## config.mk

```make
export PLATFORM = sky130hd
export DESIGN_NAME = mdu_iter
export DESIGN_NICKNAME = d
export VERILOG_FILES = /design/src/rtl/mdu_iter.sv
export SDC_FILE = /design/constraint.sdc
export NUM_CORES = 1
export LEC_CHECK = 0
export CAP_MARGIN = 10
export CORE_AREA = 5 5 217 167
export DETAILED_ROUTE_END_ITERATION = 12
export DIE_AREA = 0 0 222 172
export PLACE_DENSITY_LB_ADDON = 0.05
export SETUP_SLACK_MARGIN = 0.5
export SLEW_MARGIN = 20
export SYNTH_ARGS = -nofsm -noshare
export SYNTH_HDL_FRONTEND = slang
export SYNTH_SLANG_ARGS = --single-unit
```

## constraint.sdc

```tcl
create_clock -name clk_i -period 18.3 [get_ports clk_i]
set_clock_uncertainty 0.1 [all_clocks]
set_input_delay 1.83 -clock clk_i [delete_from_list [all_inputs] [get_ports clk_i]]
set_output_delay 1.83 -clock clk_i [all_outputs]
set_load 0.02 [all_outputs]
```

## src/rtl/mdu_iter.sv

```systemverilog
// Iterative multiply/divide unit that owns the architectural HI/LO registers.
// MULT/MULTU/DIV/DIVU take WIDTH+1 cycles; MTHI/MTLO write in a single cycle.
//
// state | meaning
// IDLE  | waiting for a request; MTHI/MTLO handled here
// CALC  | one shift-add or restoring-divide iteration per edge
// FIX   | sign correction, HI/LO write, done pulse on the next cycle
module mdu_iter #(
  parameter int WIDTH = 32,
  parameter int CNT_W = $clog2(WIDTH) + 1
) (
  input  logic             clk_i,
  input  logic             rst_i,
  input  logic             start_i,
  input  logic [5:0]       funct_i6,
  input  logic [WIDTH-1:0] a_i,
  input  logic [WIDTH-1:0] b_i,
  input  logic             abort_i,
  output logic             busy_o,
  output logic             done_o,
  output logic [WIDTH-1:0] hi_o,
  output logic [WIDTH-1:0] lo_o
);

  typedef enum logic [1:0] {IDLE, CALC, FIX} state_t;

  localparam logic [5:0] F_MTHI  = 6'h11;
  localparam logic [5:0] F_MTLO  = 6'h13;
  localparam logic [5:0] F_MULT  = 6'h18;
  localparam logic [5:0] F_MULTU = 6'h19;
  localparam logic [5:0] F_DIV   = 6'h1A;
  localparam logic [5:0] F_DIVU  = 6'h1B;

  state_t               state, state_nxt;
  logic [CNT_W-1:0]     cnt;
  logic [2*WIDTH-1:0]   acc, acc_step, prod;
  logic [WIDTH-1:0]     opb, op_a, mag_a, mag_b;
  logic [WIDTH-1:0]     res_hi, res_lo, hi_q, lo_q;
  logic [WIDTH:0]       msum, rtop, rdiff;
  logic                 is_div, neg_q, neg_r, div_zero, done_q;
  logic                 idle_req, req_muldiv, req_signed, accept, last_iter;

  assign idle_req   = (state == IDLE) && start_i && !abort_i;
  assign req_muldiv = (funct_i6 == F_MULT) || (funct_i6 == F_MULTU) ||
                      (funct_i6 == F_DIV)  || (funct_i6 == F_DIVU);
  assign accept     = idle_req && req_muldiv;
  // Even funct codes in the MULT/DIV group are the signed variants.
  assign req_signed = ~funct_i6[0];
  assign mag_a      = (req_signed && a_i[WIDTH-1]) ? -a_i : a_i;
  assign mag_b      = (req_signed && b_i[WIDTH-1]) ? -b_i : b_i;
  assign last_iter  = (cnt == CNT_W'(WIDTH - 1));

  assign busy_o = (state != IDLE);
  assign done_o = done_q;
  assign hi_o   = hi_q;
  assign lo_o   = lo_q;

  always_ff @(posedge clk_i or posedge rst_i) begin
    if (rst_i) state <= IDLE;
    else       state <= state_nxt;
  end

  always_comb begin
    state_nxt = state;
    case (state)
      IDLE: if (accept) state_nxt = CALC;
      CALC: begin
        if (abort_i)        state_nxt = IDLE;
        else if (last_iter) state_nxt = FIX;
      end
      FIX:     state_nxt = IDLE;
      default: state_nxt = IDLE;
    endcase
  end

  // acc holds {partial product | remainder, multiplier | dividend/quotient}.
  always_comb begin
    msum     = {1'b0, acc[2*WIDTH-1:WIDTH]} +
               (acc[0] ? {1'b0, opb} : {(WIDTH+1){1'b0}});
    rtop     = acc[2*WIDTH-1:WIDTH-1];
    rdiff    = rtop - {1'b0, opb};
    acc_step = acc;
    if (is_div)
      acc_step = {(rdiff[WIDTH] ? rtop[WIDTH-1:0] : rdiff[WIDTH-1:0]),
                  acc[WIDTH-2:0], ~rdiff[WIDTH]};
    else
      acc_step = {msum, acc[WIDTH-1:1]};
  end

  always_comb begin
    prod   = neg_q ? -acc : acc;
    res_hi = prod[2*WIDTH-1:WIDTH];
    res_lo = prod[WIDTH-1:0];
    if (is_div) begin
      if (div_zero) begin
        res_hi = op_a;
        res_lo = '1;
      end else begin
        res_lo = neg_q ? -acc[WIDTH-1:0] : acc[WIDTH-1:0];
        res_hi = neg_r ? -acc[2*WIDTH-1:WIDTH] : acc[2*WIDTH-1:WIDTH];
      end
    end
  end

  always_ff @(posedge clk_i or posedge rst_i) begin
    if (rst_i) begin
      cnt      <= '0;
      acc      <= '0;
      opb      <= '0;
      op_a     <= '0;
      is_div   <= 1'b0;
      neg_q    <= 1'b0;
      neg_r    <= 1'b0;
      div_zero <= 1'b0;
      hi_q     <= '0;
      lo_q     <= '0;
      done_q   <= 1'b0;
    end else begin
      done_q <= 1'b0;
      if (idle_req && funct_i6 == F_MTHI) hi_q <= a_i;
      if (idle_req && funct_i6 == F_MTLO) lo_q <= a_i;
      if (accept) begin
        cnt      <= '0;
        acc      <= {{WIDTH{1'b0}}, mag_a};
        opb      <= mag_b;
        op_a     <= a_i;
        is_div   <= funct_i6[1];
        neg_q    <= req_signed && (a_i[WIDTH-1] ^ b_i[WIDTH-1]);
        neg_r    <= req_signed && a_i[WIDTH-1];
        div_zero <= (b_i == '0);
      end
      if (state == CALC && !abort_i) begin
        acc <= acc_step;
        cnt <= cnt + CNT_W'(1);
      end
      if (state == FIX && !abort_i) begin
        hi_q   <= res_hi;
        lo_q   <= res_lo;
        done_q <= 1'b1;
      end
    end
  end

endmodule

```

==> impl_metrics.py, run 1 <==
# Metrics from the implementation run
metrics = {
    "status": {
        "status": "complete, no violations",
    },
    "synthesis": {
        "area_leaders": "dfrtp_1 31%, nand2_1 7.7%, o21ai_0 5.7%",
        "yosys-stat-area_mm2": 0.0166,
        "edf_count": 0,
        "fa_ha_area_share_pct": 5.43,
    },
    "worst_hold_path": {
        "holdPathStages": 2,
    },
    "grt": {
        "use_met1_pct": 44.7,
        "grt_pass1_wl_mm": 88.1,
    },
    "critical_path": {
        "reg2regPathDepth": 14,
        "r2r_end": "acc[41]$_DFFE_PP0P_",
    },
    "timing": {
        "finalHoldViolCount": 0,
        "tightest_slew_ns": 1.01,
    },
    "placed_design": {
        "portBuffers": 139,
        "post-place-ws_ns": 12.76,
    },
    "floorplanning": {
        "die_h_um": 172,
    },
    "route": {
        "drt-met1-wl_mm": 27.3,
        "drt-pass1-iter-count": 5,
    },
    "pwr": {
        "vdd_drop_max_mv": 0.0748,
        "pg_clk_uw": 600,
        "totalPowerFinal_mw": 2.31,
    },
    "cells_and_area": {
        "fin_cells": 2628,
        "final-seq-area_mm2": 0.00513,
        "final-comb-area_mm2": 0.0107,
    },
    "clock_tree": {
        "cts_sinks": 205,
        "clockBufferDepth": 3,
    },
}
## run 1: worst max-delay path, delay by kind of cell
family          cells  cell delay [ns]
compound gates      2             0.26
xor+xnor            1             0.18
simple gates        7             2.57
buf+inv             1             0.49
## run 1: how the worst max path moves through the flow
stage	start	endpoint	slack [ns]	depth (start not counted)
floorplan	rst_i	acc[0]$_DFFE_PP0P_	10.77	1
global placement	b_i[8]	opb[27]$_DFFE_PP0P_	12.93	11
detailed placement	b_i[8]	opb[29]$_DFFE_PP0P_	12.76	11
CTS	b_i[8]	opb[29]$_DFFE_PP0P_	13.31	11
global route	b_i[6]	opb[29]$_DFFE_PP0P_	13.05	11
finish	b_i[6]	opb[29]$_DFFE_PP0P_	13.25	11
## run 1: layout by cell type, fill, tap and decap left out, types with 16 or more instances in the layout
master and n:
a211oi_1 43, a21o_1 43, a21oi_1 144, a22oi_1 16, a31oi_1 27, a32oi_1 30, buf_4 22, clkbuf_16 25
clkdlybuf4s50_1 139, dfrtp_1 204, ha_1 69, inv_1 63, mux2i_1 84, nand2_1 341, nand2b_1 22, nand3_1 28
nor2_1 158, nor2b_1 20, nor3_1 34, o211ai_1 23, o21ai_0 188, o21ai_1 17, o31ai_1 21, or3_1 24
xnor2_1 88, xor2_1 91
## run 1: registers in the layout, summed over array words and instances, names as in the netlist, 2 cells and up
signal and count:
opb 32, hi_o 32, cnt 6, lo_o 32
state 2, acc 64, op_a 32
## run 1: cell type report
type / instances / share of cell area, %
multi-input combinational: 1696 / 55.8
clock inverter: 14 / 1.47
sequential: 205 / 26.7
clock buffer: 31 / 3.58
inverter: 64 / 1.29
timing repair buffer: 161 / 8.11
tap: 457 / 2.98
## run 1: cells by family after synthesis
family          after synthesis
compound gates              639
xor+xnor                    179
fa+ha+maj                    71
buf+inv                     218
flops                       205
mux                          89
simple gates                718
==> run_1/metal_density.png <==
The die is cut into 22 by 17 equal tiles; dark purple is low, yellow is high, scaled to the fullest tile. Values are wire area over tile area, all layers added.
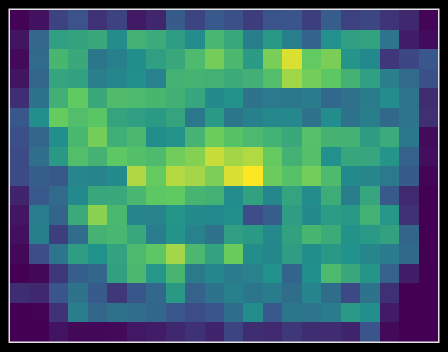
40% of the tiles are over half the peak. The mean over all tiles is 0.24. The densest ninth of the die: centre.
final WL: 56.6 mm
routed len/inst: 21.5 um
vias: 16200
GRT Overall Usage: 28.7%

==> run_1/wires.png <==
Only two layers are drawn.
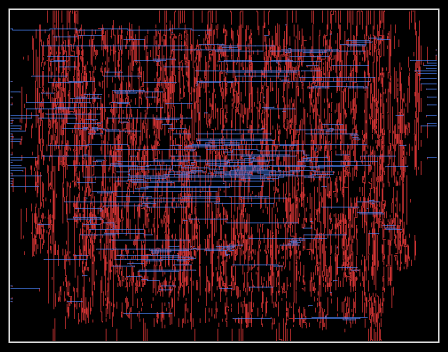
Key: blue = metal 3 [wire length 5120 um]; red = metal 2 [wire length 23.2 mm]

==> run_1/flops_by_reg.png <==
Bar = 50 um.
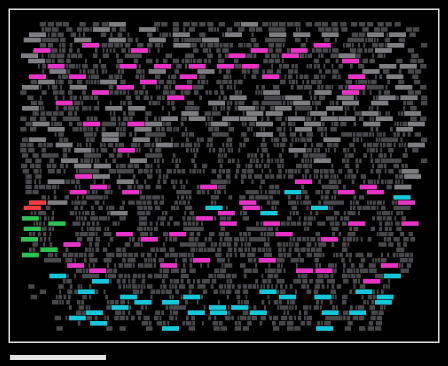
Key: cyan = `opb` [sequential cells 32]; red = `state` [sequential cells 2]; magenta = `acc` [sequential cells 64, where all over the die]; green = `cnt` [sequential cells 6]
Another 101 sequential cells are not coloured.
Seq/total area: 26.7%
Seq power: 687 uW

==> run 2, diff against run 1 <==
==> constraint.sdc (replaced) <==
create_clock -name clk_i -period 4.5 [get_ports clk_i]
set_clock_uncertainty 0.1 [all_clocks]
set_input_delay 0.45 -clock clk_i [delete_from_list [all_inputs] [get_ports clk_i]]
set_output_delay 0.45 -clock clk_i [all_outputs]
set_load 0.02 [all_outputs]
==> run 2 against run 1 <==
Net effect: count of clock-buffer cells in the layout grew 4; utilization rose by 0.79 points; critical path depth fell by 1; worst setup slack worse by 13 ns; critical endpoint is now hi_o[1]$_DFFE_PP0P_; wire length grew 3.2%; first-iteration DRC count rose by 6.0%; non-clock buffer count grew 45.
==> impl_metrics.py, run 2 <==
# Metrics from the implementation run
metrics = {
    "synthesis": {
        "fa_ha_area_share_pct": 5.43,
        "area_leaders": "dfrtp_1 31%, nand2_1 7.7%, o21ai_0 5.7%",
        "yosys-stat-area_mm2": 0.0166,
    },
    "critical_path": {
        "crit_buf_inv": 0,
        "reg2regPathDepth": 10,
        "path_depth": 10,
        "crit_family": "simple AND/OR/NAND/NOR gates",
        "startpoint": "acc[16]$_DFFE_PP0P_",
        "r2r_end": "hi_o[1]$_DFFE_PP0P_",
        "startpoint_type": "flop",
        "endpoint": "hi_o[1]$_DFFE_PP0P_",
        "critical-path-slowest-cell": "or4_4",
    },
    "pwr": {
        "pg_clk_mw": 2.09,
        "p_per_area_mw_per_mm2": 474,
        "totalPowerFinal_mw": 9.23,
        "pwr-share-comb_pct": 48.3,
        "vdd_drop_max_mv": 0.275,
    },
    "floorplanning": {
        "die_h_um": 172,
    },
    "status": {
        "status": "complete, no violations",
    },
    "route": {
        "drt-pass1-iter-count": 8,
        "wl_per_cell_um": 21.9,
        "vias": 16400,
        "wl_mm": 58.4,
    },
    "cells_and_area": {
        "final_layout_top_logic_cell": "nand2_1",
        "largest_reg_flops": 64,
        "lay_top_cells": "341 x nand2_1, 204 x dfrtp_1, 187 x o21ai_0, 159 x nor2_1, 143 x a21oi_1",
        "regMostFlops": "acc",
        "drive_above_1_share_pct": 6.68,
    },
    "timing": {
        "tightest_slew_ns": 1.06,
        "rsz0062_at_grt": "true",
        "finalHoldViolCount": 0,
    },
    "grt": {
        "grt_pass1_wl_mm": 90.0,
        "use_met1_pct": 45.2,
        "antenna_found_initial": 0,
        "grtUsageTotal_pct": 29.3,
    },
    "placed_design": {
        "gp_congestion": 0.950,
        "portBuffers": 139,
        "dp_cells": 2628,
    },
    "clock_tree": {
        "clockBufferDepth": 3,
        "cts_sinks": 205,
    },
}
run 2: cell count changes in the layout (fill, tap and decap cells not counted), sizes merged:
cell / previous run / this run
inv: 64 / 65
clkinv: 4 / 5
bufinv: 8 / 2
clkbuf: 31 / 35
clkinvlp: 2 / 1
buf: 22 / 67
run 2: layer usage:
layer | wire (um) | up-vias
li1 | - | 7698
met1 | 28300 | 7928
met2 | 23800 | 670
met3 | 5220 | 70
met4 | 1080 | 0
met5 | 0 | -
run 2: layout make-up:
cell class | instances | area [um^2] | area share, %
clock buffers | 35 | 713 | 3.66
clock inverters | 9 | 106 | 0.546
inverters | 64 | 244 | 1.25
multi-input cells | 1696 | 10800 | 55.2
flip-flops and latches | 205 | 5130 | 26.4
well taps | 457 | 572 | 2.94
repair buffers | 206 | 1950 | 10.0
run 2: worst register-to-register path, cell delays in order (launching register included):
cell      delay [ns]
dfrtp_1         0.46
or4_4           0.59
or4_1           0.47
or2_0           0.43
nor4_4          0.34
nand2_1         0.25
o21ai_1         0.23
xnor2_1         0.17
nor2_1          0.10
a211oi_1        0.55
a21oi_1         0.09
run 2: cells by family after synthesis:
family                     Yosys count
xor gates and xnor gates           179
AOI/OAI and AO/OA                  639
adders and majority gates           71
buffers and inverters              218
and+or+nand+nor                    718
muxes                               89
DFF                                205
run 2: stage by stage:
stage,hold slack (ns),instance area (um^2),worst slack (ns)
after floorplan,0.340,16600,1.17
after global placement,0.353,18600,0.266
after CTS,0.130,19400,0.526
final,0.135,19500,0.575
after global routing,0.170,19500,0.490
after detailed placement,0.358,18600,0.368
run 2: what timing repair did:
| item | in CTS | in global routing |
|---|---|---|
| gates cloned | 0 | 0 |
| gates resized | 1 | 10 |
| setup endpoints to repair | 2 | 22 |
==> run_2/cell_density.png <==
Bar = 50 um. The die is cut into 22 by 17 equal tiles; dark purple is low, yellow is high, 0 to 100% covered.
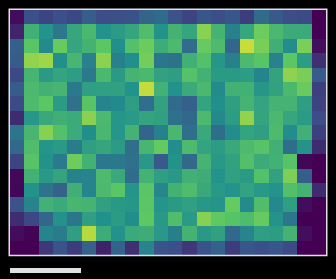
The fullest tile reaches 92%. 4.0% of the tiles are nearly empty. The mean over all tiles is 50%.
fp_density: 49.0%
Core Area: 0.0340 mm^2
Finished Core Util: 57.3%

==> run_2/flops_by_reg.png <==
Bar = 50 um.
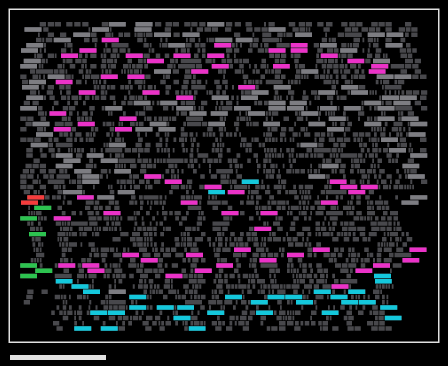
Seq power: 2.69 mW
sequential cell area: 0.00513 mm^2
Seq/total area: 26.4%

Power and IR drop assume default switching activity.
